**src/rtl/sigma_delta_decimator.sv**
```systemverilog
// Third-order CIC (sinc3) decimator for a unipolar 1-bit sigma-delta stream.
// Integrators run at the input rate, combs at the decimated rate.
module sigma_delta_decimator #(
  parameter int M     = 6,
  parameter int OUT_W = 3*M+1
) (
  input  logic             CLK,
  input  logic             RST,
  input  logic             DIN,
  input  logic             DIN_EN,
  output logic [OUT_W-1:0] DOUT,
  output logic             DOUT_VALID,
  output logic [M-1:0]     PHASE
);

  logic [OUT_W-1:0] i1_q, i1_d;
  logic [OUT_W-1:0] i2_q, i2_d;
  logic [OUT_W-1:0] i3_q, i3_d;
  logic [OUT_W-1:0] t_q, t_d;
  logic             tap_q, tap_d;
  logic [OUT_W-1:0] c1d_q, c1d_d;
  logic [OUT_W-1:0] c2d_q, c2d_d;
  logic [OUT_W-1:0] c3d_q, c3d_d;
  logic [OUT_W-1:0] y3_q, y3_d;
  logic             yv_q, yv_d;
  logic [2:0]       fill_q, fill_d;
  logic [M-1:0]     phase_q, phase_d;
  logic [OUT_W-1:0] dout_q, dout_d;
  logic             dv_q, dv_d;

  logic [OUT_W-1:0] y1, y2, y3;
  logic [OUT_W-1:0] din_w;

  always_comb begin
    din_w   = {{(OUT_W-1){1'b0}}, DIN};
    i1_d    = i1_q;
    i2_d    = i2_q;
    i3_d    = i3_q;
    phase_d = phase_q;
    t_d     = t_q;
    tap_d   = 1'b0;
    if (DIN_EN) begin
      i1_d    = i1_q + din_w;
      i2_d    = i2_q + i1_q;
      i3_d    = i3_q + i2_q;
      phase_d = phase_q + 1'b1;
      if (phase_q == {M{1'b1}}) begin
        tap_d = 1'b1;
        t_d   = i3_q + i2_q;
      end
    end
  end

  // Combs run modulo 2^OUT_W so integrator wrap cancels out.
  always_comb begin
    y1     = t_q - c1d_q;
    y2     = y1 - c2d_q;
    y3     = y2 - c3d_q;
    c1d_d  = c1d_q;
    c2d_d  = c2d_q;
    c3d_d  = c3d_q;
    fill_d = fill_q;
    y3_d   = y3_q;
    yv_d   = 1'b0;
    if (tap_q) begin
      c1d_d = t_q;
      c2d_d = y1;
      c3d_d = y2;
      y3_d  = y3;
      yv_d  = (fill_q == 3'd4);
      if (fill_q != 3'd4) fill_d = fill_q + 3'd1;
    end
  end

  always_comb begin
    dout_d = yv_q ? y3_q : dout_q;
    dv_d   = yv_q;
  end

  always_ff @(posedge CLK) begin
    if (RST) begin
      i1_q    <= '0;
      i2_q    <= '0;
      i3_q    <= '0;
      t_q     <= '0;
      tap_q   <= 1'b0;
      c1d_q   <= '0;
      c2d_q   <= '0;
      c3d_q   <= '0;
      y3_q    <= '0;
      yv_q    <= 1'b0;
      fill_q  <= 3'd0;
      phase_q <= '0;
      dout_q  <= '0;
      dv_q    <= 1'b0;
    end else begin
      i1_q    <= i1_d;
      i2_q    <= i2_d;
      i3_q    <= i3_d;
      t_q     <= t_d;
      tap_q   <= tap_d;
      c1d_q   <= c1d_d;
      c2d_q   <= c2d_d;
      c3d_q   <= c3d_d;
      y3_q    <= y3_d;
      yv_q    <= yv_d;
      fill_q  <= fill_d;
      phase_q <= phase_d;
      dout_q  <= dout_d;
      dv_q    <= dv_d;
    end
  end

  assign DOUT       = dout_q;
  assign DOUT_VALID = dv_q;
  assign PHASE      = phase_q;

endmodule

```
**config.mk**
```make
export PLATFORM = sky130hd
export DESIGN_NAME = sigma_delta_decimator
export DESIGN_NICKNAME = d
export VERILOG_FILES = /design/src/rtl/sigma_delta_decimator.sv
export SDC_FILE = /design/constraint.sdc
export NUM_CORES = 1
export LEC_CHECK = 0
export CAP_MARGIN = 20
export CELL_PAD_IN_SITES_DETAIL_PLACEMENT = 0
export CELL_PAD_IN_SITES_GLOBAL_PLACEMENT = 2
export CORE_MARGIN = 8
export CORE_UTILIZATION = 40
export CTS_BUF_LIST = sky130_fd_sc_hd__clkbuf_8
export DETAILED_ROUTE_END_ITERATION = 10
export PLACE_DENSITY = 0.79
export SETUP_SLACK_MARGIN = 0.5
export SYNTH_ARGS = -nofsm -noshare
export SYNTH_HDL_FRONTEND = slang
export SYNTH_SLANG_ARGS = --single-unit
```
**constraint.sdc**
```tcl
create_clock -name CLK -period 5.7 [get_ports CLK]
set_input_delay 1.14 -clock CLK [delete_from_list [all_inputs] [get_ports CLK]]
set_output_delay 1.14 -clock CLK [all_outputs]
set_load 0.01 [all_outputs]
```
run_1/m1.png
Supply wires on this layer in grey.
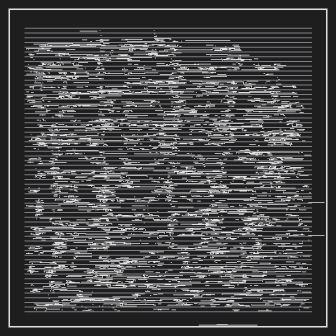
main direction: horizontal
nets with wire on the layer: 1389
longest straight run: 36.3 um
wire length on this layer: 11400 um
share of all routed wire: 48%
routed wire length: 23900 um
met1 track demand over resource: 17.7%
Via Count: 8600

run_1/m2.png
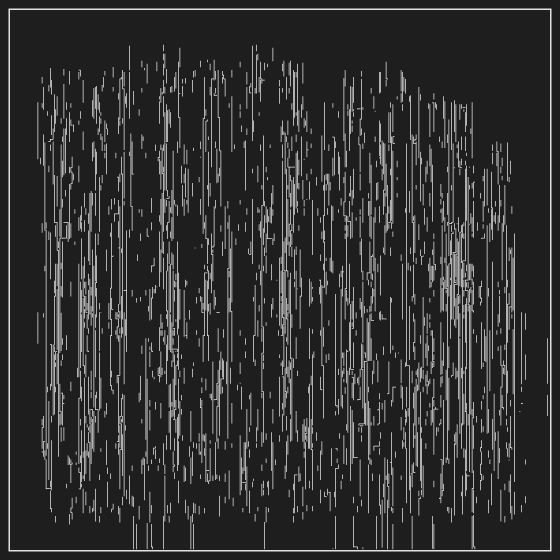
longest straight run: 83.6 um
wire length on this layer: 11900 um
nets with wire on the layer: 1100

run_1/m3.png
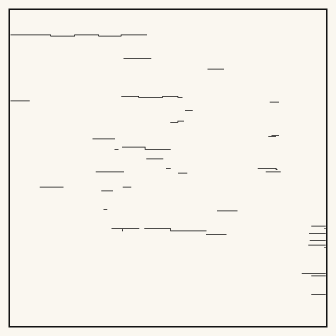
longest straight run: 23.0 um
share of all routed wire: 1.9%
met3 GRT Util: 2.50%

==> impl_metrics.tcl, run 1 <==
# collected from the flow reports
set metrics [dict create \
    whs_ps 464 \
    first_iter_violations 347 \
    cts_inserted_buffers 17 \
    num_antenna_cells 0 \
    lay_top_count "nor2_1" \
    cp_slowest_cell "fa_2" \
    nNetsFinal 1423 \
    hpwl_um 17300 \
    grt-ovfl-total 0 \
    intPower_mw 1.69 \
    hold_class "register to register" \
    fin_crit_ps 4910 \
    track_usage_pct 14.4 \
    flop_area_um2 3670 \
    path_delay_family "AND-OR/OR-AND gates" \
    arrival_ps 5240 \
    largestClassByArea "multi-input combinational cells" \
    finClkSkew_ps 39.4 \
    yosysWarnings 0 \
    critPathMaxFanout 5 \
    critPathCaptureType "register" \
    initial_core_util_pct 40.7 \
    grt_setup_unrepaired "false" \
    cp-start-kind "register" \
    edf_count 0 \
    setup_violations 0 \
    p_seq_share_pct 55.9 \
    final_util_pct 45.1 \
    drv_slew 0 \
    final_antenna_net_count 0 \
    max_freq_ghz 0.204 \
    drt-pass1-iter-count 5 \
    nWellTaps 341 \
    n_all_buffers 41 \
    mi_logic_area_um2 6880 \
    synthArstFlopShare_pct 0 \
    tritoncts "yes" \
    synthFlopType "dfxtp_1" \
    clkTransAtPathRegs_ps 120 \
    viasPerCell 5.14 \
    outcome "finished, final reports clean" \
    synth_cells 1311 \
    clock_buffers 17 \
]
## run 1: stage by stage
step / std cells / total power, mW / area, um2 / setup WS (ps)
floorplan: 1311 / 1.37 / 11000 / 1010
global placement: 1635 / 1.39 / 11600 / 564
detailed placement: 1635 / 1.39 / 11600 / 513
CTS: 1667 / 2.35 / 12000 / 567
global route: 1673 / 2.41 / 12200 / 481
finish: 1673 / 2.31 / 12200 / 790
## run 1: logic make-up (layout without fill, tap and decap cells)
logic type | count (synthesis) | count (layout) | share of synthesized area (%)
muxes | 95 | 95 | 8.65
buffers and inverters | 150 | 171 | 5.18
xor gates and xnor gates | 86 | 86 | 7.09
and+or+nand+nor | 421 | 421 | 17.3
AOI/OAI and AO/OA | 276 | 276 | 16.8
adders and majority gates | 100 | 100 | 11.7
DFF | 183 | 183 | 33.3
## run 1: registers in the layout, indices dropped and copies added (netlist names), 6 cells and up
signal,cells
c2d_q,19
t_q,19
PHASE,6
i3_q,19
i2_q,19
DOUT,19
y3_q,19
c3d_q,19
c1d_q,19
i1_q,19
## run 1: worst paths after layout
check                           to  cells after the start  slack (ps)
max          y3_q[15]$_SDFFE_PP0P_                     26         790
min                dv_d$_SDFF_PP0_                      2         460
max reg2reg  y3_q[15]$_SDFFE_PP0P_                     26         790
min reg2reg        dv_d$_SDFF_PP0_                      2         460
## run 1: synth_stat cells (3+ instances only)
master,count,area [um2]
nor2b_1,15,93.8
fa_1,5,100
mux2i_1,94,941
inv_1,98,368
a31oi_1,11,68.8
o21bai_1,10,75.1
dfxtp_1,183,3660
xor2_1,32,280
nor2_1,182,683
a21boi_1,7,52.6
o21ai_0,19,95.1
o41ai_1,4,35.0
o221ai_1,3,26.3
nand3b_1,3,22.5
a31o_1,4,35.0
and3_1,16,100
ha_1,95,1190
a21oi_1,78,390
nand3_1,25,125
o21a_1,15,113
nand2_1,97,364
a211o_1,7,61.3
xnor2_1,52,455
and2_1,5,31.3
nand4_1,9,56.3
o31a_1,3,26.3
clkbuf_1,37,139
o21ai_1,29,145
o311ai_1,5,43.8
nand2b_1,7,43.8
or3_1,15,93.8
o31ai_1,3,22.5
nor3_1,25,125
nor3b_1,4,30.0
o2111ai_1,5,43.8
a211oi_1,21,158
a21o_1,29,218
buf_1,14,52.6
## run 1: routing by layer
layer	up-vias	part of all wire, %	wire (um)	GRT usage [%]
met4	0	0.58	140	2.76
met2	59	50	11900	25.9
met5	-	0	0	0
met3	8	1.9	446	2.50
met1	3945	48	11400	17.7
li1	4588	-	-	-
## run 1: power groups by stage
| stage | clock [mW] | sequential, mW | combinational, mW |
|---|---|---|---|
| global placement | 0 | 1.32 | 0.0723 |
| finish | 0.945 | 1.29 | 0.0711 |
| CTS | 0.989 | 1.29 | 0.0735 |
| global route | 1.04 | 1.29 | 0.0803 |
| detailed placement | 0 | 1.32 | 0.0729 |
| floorplan | 0 | 1.32 | 0.0522 |
## run 1: tightest hold or removal path: stages, from the launching register on
cell,delay [ps]
dfxtp_1,350
nand2_1,60
nor2_1,30
## run 1: timing repair
action / CTS / global route
gates resized: 1 / 25
setup buffers: 0 / 5
endpoints found under the setup margin: 1 / 7
pin swaps: 0 / 22
hold buffers: 0 / 0
--- run 2 (diff from run 1) ---
--- a/config.mk
+++ b/config.mk
@@ -14,6 +14,7 @@
 export DETAILED_ROUTE_END_ITERATION = 10
 export PLACE_DENSITY = 0.79
 export SETUP_SLACK_MARGIN = 0.5
+export SKIP_LAST_GASP = 1
 export SYNTH_ARGS = -nofsm -noshare
 export SYNTH_HDL_FRONTEND = slang
 export SYNTH_SLANG_ARGS = --single-unit
run_2/m1.png
Supply wires on this layer in grey.
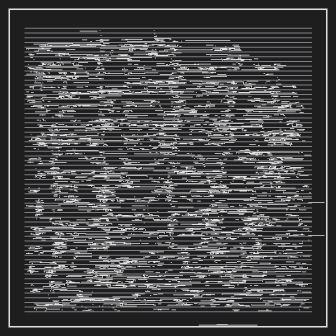
main direction: horizontal
nets with wire on the layer: 1389
wire length on this layer: 11400 um
share of all routed wire: 48%

run_2/m2.png
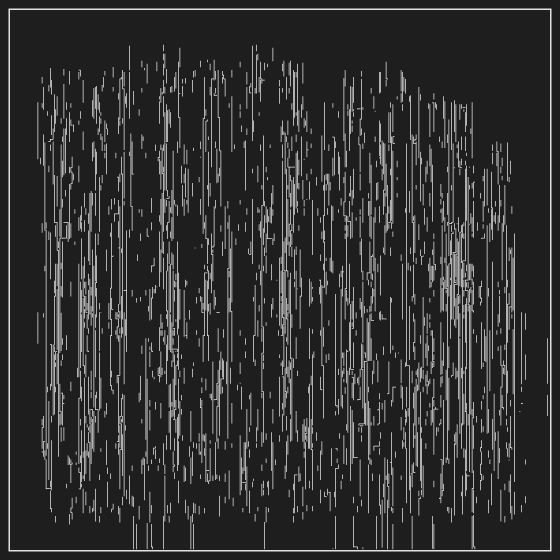
wire length on this layer: 11900 um
longest straight run: 83.6 um
main direction: vertical
share of all routed wire: 50%
global routing usage on met2: 25.9%

==> impl_metrics.tcl, run 2 <==
# collected from the flow reports
set metrics [dict create \
    outcome "finished, final reports clean" \
    finalNonFillerCells 1673 \
    mux_share_pct 8.65 \
    grtUsageMet3_pct 2.50 \
    viasPerCell 5.14 \
    top_logic_kind "simple AND/OR/NAND/NOR gates" \
    busiest_layer "met2" \
    synth_area_leader_cell "dfxtp_1" \
    clkTransAtPathRegs_ps 120 \
    total_power_mw 2.31 \
    hpwl_um 17300 \
    ys_sh_xor_pct 7.09 \
    finClkSkew_ps 39.4 \
    hold_class "register to register" \
    cts_inserted_buffers 17 \
    track_usage_pct 14.4 \
    max_freq_ghz 0.204 \
    initial_core_util_pct 40.7 \
    regToRegSetupSlack_ps 790 \
    cp-start-kind "register" \
    critPathMaxFanout 5 \
    postCtsHoldBufs 0 \
    grt_setup_unrepaired "false" \
    nNetsFinal 1423 \
    topCellsByArea "dfxtp_1 (33%), ha_1 (11%), mux2i_1 (8.5%), nor2_1 (6.2%), xnor2_1 (4.1%)" \
    holdPathEnd "dv_d$_SDFF_PP0_" \
    drt-pass1-iter-count 5 \
    synthArstFlopShare_pct 0 \
    r2r_cells 26 \
    adder_share_pct 11.7 \
    top_cell "dfxtp_1" \
    met1_usage_pct 17.7 \
    hold_path_depth 2 \
    p_seq_share_pct 55.9 \
    final_antenna_net_count 0 \
    synth_cells 1311 \
    grt-ovfl-total 0 \
    num_vias 8600 \
    wirelength_um 23900 \
    synthTopCellsByCount "dfxtp_1 (183), nor2_1 (182), inv_1 (98)" \
    intPower_mw 1.69 \
    simple_gate_share_pct 17.3 \
    yosys.area.top_type_share_pct 33.3 \
    reg2reg_to "y3_q[15]$_SDFFE_PP0P_" \
    tritoncts "yes" \
    aoi_share_pct 16.8 \
    placedCellCount 1635 \
    first_iter_violations 347 \
    fin_crit_ps 4910 \
    edf_count 0 \
    arrival_ps 5240 \
    grt_max_degree 100 \
    num_antenna_cells 0 \
]
-- run 2: cell counts in the layout (fill, tap and decap cells not counted) --
Identical to the previous run, type by type.
-- run 2: cells by family (layout without fill, tap and decap cells) --
kind of cell / after synthesis / after routing
AOI/OAI and AO/OA: 276 / 276
xor gates and xnor gates: 86 / 86
adders and majority gates: 100 / 100
buffers and inverters: 150 / 171
DFF: 183 / 183
muxes: 95 / 95
and+or+nand+nor: 421 / 421
-- run 2: metal layers --
| layer | vias up | wire length [um] |
|---|---|---|
| met4 | 0 | 140 |
| met3 | 8 | 446 |
| li1 | 4588 | - |
| met1 | 3945 | 11400 |
| met5 | - | 0 |
| met2 | 59 | 11900 |
-- run 2: power groups by stage --
stage | combinational, mW | sequential [mW] | clock (mW)
6_report | 0.0711 | 1.29 | 0.945
5_1_grt | 0.0803 | 1.29 | 1.04
4_1_cts | 0.0735 | 1.29 | 0.989
3_5_place_dp | 0.0729 | 1.32 | 0
3_3_place_gp | 0.0723 | 1.32 | 0
2_1_floorplan | 0.0522 | 1.32 | 0
-- run 2: worst max-delay path, cell delays in order (launching register included) --
cell and delay (ps):
dfxtp_2 340, inv_2 60, ha_4 120, inv_2 40
fa_2 380, a211oi_2 260, o21bai_1 100, a21oi_2 200
o21bai_1 110, a21oi_2 170, xnor2_2 90, ha_1 340
a21o_1 170, a21o_1 160, a21o_1 190, nor2_2 150
xnor2_2 100, ha_1 360, a21o_1 210, nand2_1 60
nand2_1 50, a21o_1 160, or2_0 210, a211o_1 290
a31o_1 240, nand4b_1 100, o311ai_1 110
-- run 2: worst max-delay path by stage --
stage                              from  depth (start not counted)  slack [ps]                     to
global placement    t_q[0]$_SDFFE_PP0P_                         26         560  y3_q[18]$_SDFFE_PP0P_
finish              t_q[0]$_SDFFE_PP0P_                         26         790  y3_q[15]$_SDFFE_PP0P_
CTS                 t_q[1]$_SDFFE_PP0P_                         19         570  y3_q[18]$_SDFFE_PP0P_
detailed placement  t_q[0]$_SDFFE_PP0P_                         26         510  y3_q[18]$_SDFFE_PP0P_
global route        t_q[0]$_SDFFE_PP0P_                         26         480  y3_q[15]$_SDFFE_PP0P_
floorplan           t_q[0]$_SDFFE_PP0P_                         25        1010  y3_q[15]$_SDFFE_PP0P_
-- run 2: layout make-up --
cell class,count,area (um2)
multi-input cells,978,6880
clock inverters,15,199
repair buffers,41,397
fillers,2721,14800
inverters,98,368
well taps,341,427
clock buffers,17,234
flip-flops and latches,183,3670
-- run 2: what timing repair did --
action | in CTS | in global routing
endpoints found under the hold margin | 0 | 0
gates resized | 1 | 25
pin swaps | 0 | 22
setup buffers | 0 | 5
setup endpoints to repair | 1 | 7
-- run 2: through the flow --
stage | instance area (um2) | hold WS (ps) | util (%) | setup slack (ps)
after floorplan | 11000 | 432 | - | 1010
after global placement | 11600 | 455 | 42.8 | 564
after detailed placement | 11600 | 453 | 42.8 | 513
after CTS | 12000 | 470 | 44.4 | 567
after global routing | 12200 | 497 | 45.1 | 481
final | 12200 | 464 | 45.1 | 790
No activity file was given, so power comes from the tool's default toggle rates.
